run_1/route_heat.png
(3 px per um) 19 x 27 tiles, from white (low) to dark blue (high), scaled to the fullest tile. Values are wire area over tile area, all layers added.
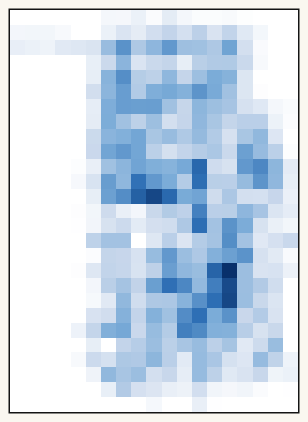
run_1/clock_wires.png
(4 px per um)
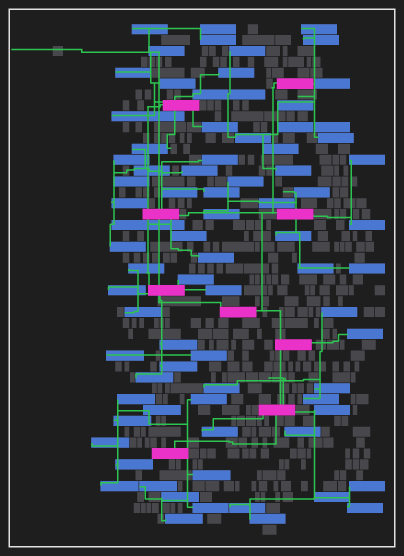
run_1/gates.png
(3 px per um)
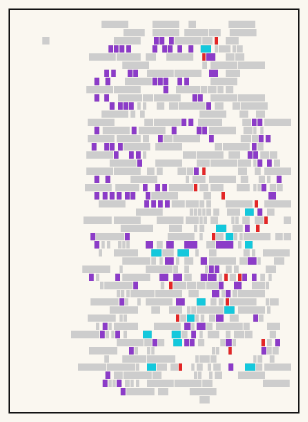
Design usb_crc_tx, sky130hd; sources not shown.
==> flow_metrics.env, run 1 <==
# yosys + openroad results
export IMPL_largest_reg_flops=32
export IMPL_worstSetupPathDepth=6
export IMPL_core_um2=11700
export IMPL_cts_resized=0
export IMPL_arrival_ps=2470
export IMPL_root_buffer="clkbuf_16"
export IMPL_hold_path_class="in -> async"
export IMPL_cts_clk_slew_worst_paths_ps=60
export IMPL_postRouteAntennaNets=0
export IMPL_netlist_instances=477
export IMPL_io_pins=13
export IMPL_worstPathMaxFanout=11
export IMPL_p_per_area_nw_per_um2=842
export IMPL_async_flop_share=1.00
export IMPL_syn2layout_area_growth_pct=13.1
export IMPL_grt_max_degree=82
export IMPL_gp_congestion=0.895
export IMPL_cts_setup_buffers=0
export IMPL_openroad_warnings=31
export IMPL_slowest_stage="dfrtp_1"
export IMPL_grt_pass1_wl_um=17100
export IMPL_clock_sinks=81
export IMPL_cts_buffers=9
export IMPL_ff_type="dfrtp_1"
export IMPL_synth_edff_count=0
export IMPL_ir_drop_v=0.000381
export IMPL_p_leak_nw=2.09
export IMPL_r2r_cells=13
export IMPL_drv_cap=0
export IMPL_crit_type="reg -> out"
export IMPL_fp_nets=497
export IMPL_ys_cells=477
export IMPL_dieHeight_um=134
export IMPL_n_fill_cell=1114
export IMPL_outcome="complete, no violations"
export IMPL_relSlewSlack=0.317
export IMPL_tns_ps=0
export IMPL_yosysUniqueCellTypes=58
export IMPL_place_area_um2=4840
export IMPL_wirelength_um=10400
export IMPL_path_delay_family="flip-flops"
export IMPL_critPathBufInv=1
export IMPL_internal_power_mw=2.59
export IMPL_drive_gt1_frac=0.169
export IMPL_setup_viol=0
export IMPL_die_x_um=96
export IMPL_area_leaders="dfrtp_1 (36%), dfstp_2 (9.2%), o21ai_0 (9.1%)"
export IMPL_ys_warn_count=0
export IMPL_final_nets=505
export IMPL_hold_violations=0
-- route_heat.png (at the start) --
fullest tile: 0.60
tiles over half the peak: 11%
densest ninth of the die: middle
nearly empty tiles: 33%
emptiest ninth of the die: bottom left
mean over tiles: 0.13
routed vias: 3611
total track usage: 0.172
wire per inst: 16.3 um

-- clock_wires.png (at the start) --
[blue] flip-flops | count: 81
[green] clock wires | length: 1160 um
[magenta] clock-net drivers | count: 9
routed clock nets: 10
Final Skew: 4.18 ps
Late-Pin Clk Latency: 350 ps
power in the clock group: 1.07 mW
clock share of power: 0.246

-- gates.png (at the start) --
[red] inv cells | cells: 17
[cyan] non-inverting ao/oa cells | cells: 15
[purple] aoi and oai cells | cells: 130
most numerous logic cell after layout: o21ai_0
final cell count without fillers: 637
logic share of the area: 0.452

[run 1: cell type report]
cell class	instances	area, um2	area share
multi-input cells	350	2330	0.452
flip-flops and latches	81	2050	0.397
clock buffers	10	239	0.0464
repair buffers	26	223	0.0432
well taps	147	184	0.0357
clock inverters	6	66.3	0.0129
inverters	17	63.8	0.0124
[run 1: power by group through the flow]
stage	logic, mW	clock network, mW	registers, mW
after floorplan	1.37	0	1.44
after global placement	1.58	0	1.64
after detailed placement	1.63	0	1.66
after CTS	1.63	1.09	1.64
after global routing	1.79	1.13	1.69
final	1.63	1.07	1.64
[run 1: synth_stat cells (6+ instances only)]
cell and number:
dfstp_2 16, xor2_1 11, ha_1 12, nand3_1 17, nor3_1 7, inv_1 17, mux4_2 12, nor2_1 49
a21oi_1 22, nand4_1 7, clkbuf_1 20, nand2_1 32, o21ai_0 83, dfrtp_1 65, xnor2_1 9, nand2b_1 6
[run 1: metrics by stage]
stage / total power [mW] / worst slack (ps) / hold WS (ps)
6_report: 4.34 / 245 / 311
5_1_grt: 4.61 / 109 / 390
4_1_cts: 4.36 / 225 / 365
3_5_place_dp: 3.29 / 290 / 483
3_3_place_gp: 3.22 / 351 / 471
2_1_floorplan: 2.82 / 282 / 184
[run 1: metal layers]
layer | GRT usage | part of all wire | up-vias | wire [um]
met1 | 0.209 | 0.42 | 1788 | 4390
met4 | 0.0794 | 0.022 | 0 | 232
met3 | 0.0343 | 0.040 | 16 | 418
met2 | 0.288 | 0.51 | 78 | 5360
met5 | 0 | 0 | - | 0
li1 | - | - | 1729 | -
[run 1: kinds of logic after synthesis]
logic type / synth area share
mux: 0.0777
xor+xnor: 0.0385
buf+inv: 0.0407
simple gates: 0.172
flops: 0.449
compound gates: 0.189
fa+ha+maj: 0.0330
[run 1: worst reg2reg max path: stages, from the launching register on]
cell and delay [ps]:
dfrtp_1 480, nor3_2 310, buf_4 210, a32oi_2 120
and2_0 190, inv_1 90, ha_1 190, xor2_1 150
ha_1 210, a21oi_1 70, o21ai_0 160, nand2_1 70
a21oi_1 190, xor2_1 160
run_1/congestion_map.png
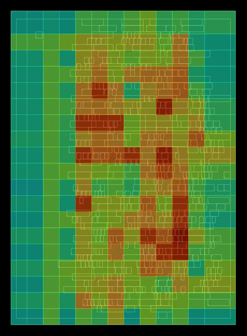

==> inputs of run 2 (changes only) <==
--- a/config.mk
+++ b/config.mk
@@ -10,7 +10,7 @@
 export DETAILED_ROUTE_END_ITERATION = 8
 export DIE_AREA = 0 0 96 134
 export GPL_TIMING_DRIVEN = 1
-export PLACE_DENSITY = 0.64
+export PLACE_DENSITY = 0.66
 export SYNTH_ARGS = -nofsm -noshare
 export SYNTH_HDL_FRONTEND = slang
 export SYNTH_SLANG_ARGS = --single-unit
==> constraint.sdc (replaced) <==
create_clock -name clk -period 2.6 [get_ports clk]
set_input_delay 0.39 -clock clk [delete_from_list [all_inputs] [get_ports clk]]
set_output_delay 0.39 -clock clk [all_outputs]
set_load 0.01 [all_outputs]
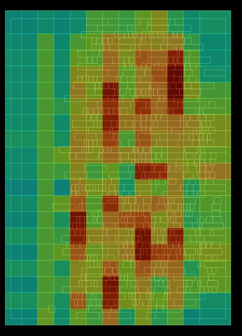
run_2/congestion_map.png
grt met1 use: 0.212
met3 GRT Util: 0.0287

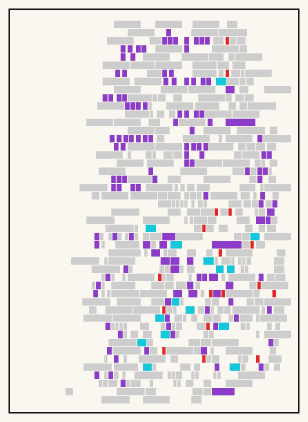
run_2/gates.png
(3 px per um)
[red] inv cells | cells: 17
[purple] aoi and oai cells | cells: 130
[cyan] non-inverting ao/oa cells | cells: 15
logic share of the area: 0.445
final cell count without fillers: 659

==> run 2 against run 1 <==
Sequential share of layout area fell by 1.6 points. Total power rose by 23%. Area after synthesis did not move. Critical path depth fell by 1. Highest routed layer unchanged. Clock skew rose by 5.6 ps. Count of clock-buffer cells in the layout rose by 2. Global-route usage rose by 0.41 points. Final cell count rose by 3.5%. Die size did not move. Via count rose by 1.8%.
==> flow_metrics.env, run 2 <==
# yosys + openroad results
export IMPL_outcome="complete, no violations"
export IMPL_internal_power_mw=3.37
export IMPL_grt_use_total=0.176
export IMPL_grt_max_degree=77
export IMPL_setup_viol=0
export IMPL_p_clk_frac=0.239
export IMPL_mi_logic_area_um2=2390
export IMPL_dieHeight_um=134
export IMPL_netlist_instances=477
export IMPL_synth_simple_area_share=0.172
export IMPL_drv_cap=0
export IMPL_io_pins=13
export IMPL_relSlewSlack=0.347
export IMPL_hold_path_class="in -> async"
export IMPL_syn2layout_area_growth_pct=18.2
export IMPL_mux_area_frac=0.0777
export IMPL_drive_gt1_frac=0.217
export IMPL_finalWorstSetupSlack_ps=38.8
export IMPL_clock_skew_ps=9.74
export IMPL_worstPathMaxFanout=4
export IMPL_ys_warn_count=0
export IMPL_postRouteAntennaNets=0
export IMPL_openroad_warnings=33
export IMPL_area_leaders="dfrtp_1 (36%), dfstp_2 (9.2%), o21ai_0 (9.1%)"
export IMPL_grt_pass1_wl_um=17700
export IMPL_ys_cells=477
export IMPL_p_per_area_nw_per_um2=994
export IMPL_root_buffer="clkbuf_16"
export IMPL_power_total_mw=5.35
export IMPL_yosysUniqueCellTypes=58
export IMPL_ys_sh_aoi=0.189
## run 2: logic make-up after synthesis
family | Yosys count
xor+xnor | 20
fa+ha+maj | 12
compound gates | 145
flops | 81
mux | 20
buf+inv | 46
simple gates | 153
## run 2: area by class of cell
| cell class | count | share of cell area |
|---|---|---|
| Tap cell | 147 | 0.0342 |
| Multi-Input combinational cell | 350 | 0.445 |
| Inverter | 17 | 0.0119 |
| Clock buffer | 12 | 0.0458 |
| Clock inverter | 4 | 0.00953 |
| Timing Repair Buffer | 48 | 0.0728 |
| Sequential cell | 81 | 0.381 |
## run 2: metal layers
metal  vias to the layer above  GRT usage  wire length (um)  part of all wire
li1                       1787          -                 -                 -
met1                      1807      0.212              4360              0.42
met2                        64      0.297              5560              0.53
met3                        18     0.0287               294             0.028
met4                         0     0.0889               243             0.023
met5                         -          0                 0                 0
## run 2: what timing repair did
item | in CTS | in global routing
resized | 8 | 9
cloned | 0 | 0
endpoints found under the setup margin | 3 | 8
pin swaps | 2 | 2
buffers inserted | 1 | 3
## run 2: worst max-delay path, stage by stage, from the launching register on
cell             delay, ps
dfrtp_2                440
mux4_2                 560
a2111oi_4              360
a311oi_1                80
o311a_1                150
clkdlybuf4s15_2        240
## run 2: stage by stage
step | instance area (um2) | TNS [ps]
detailed placement | 5000 | -1010
global route | 5380 | -111
global placement | 5000 | -675
CTS | 5320 | -9.61
floorplan | 4600 | 0
finish | 5380 | 0
## run 2: power by group through the flow
stage | logic [mW] | clock network (mW) | registers (mW)
after floorplan | 1.53 | 0 | 1.77
after global placement | 1.93 | 0 | 1.93
after detailed placement | 2.01 | 0 | 1.95
after CTS | 2.03 | 1.31 | 1.94
after global routing | 2.37 | 1.36 | 2.00
final | 2.12 | 1.28 | 1.95
Power and IR drop assume default switching activity.
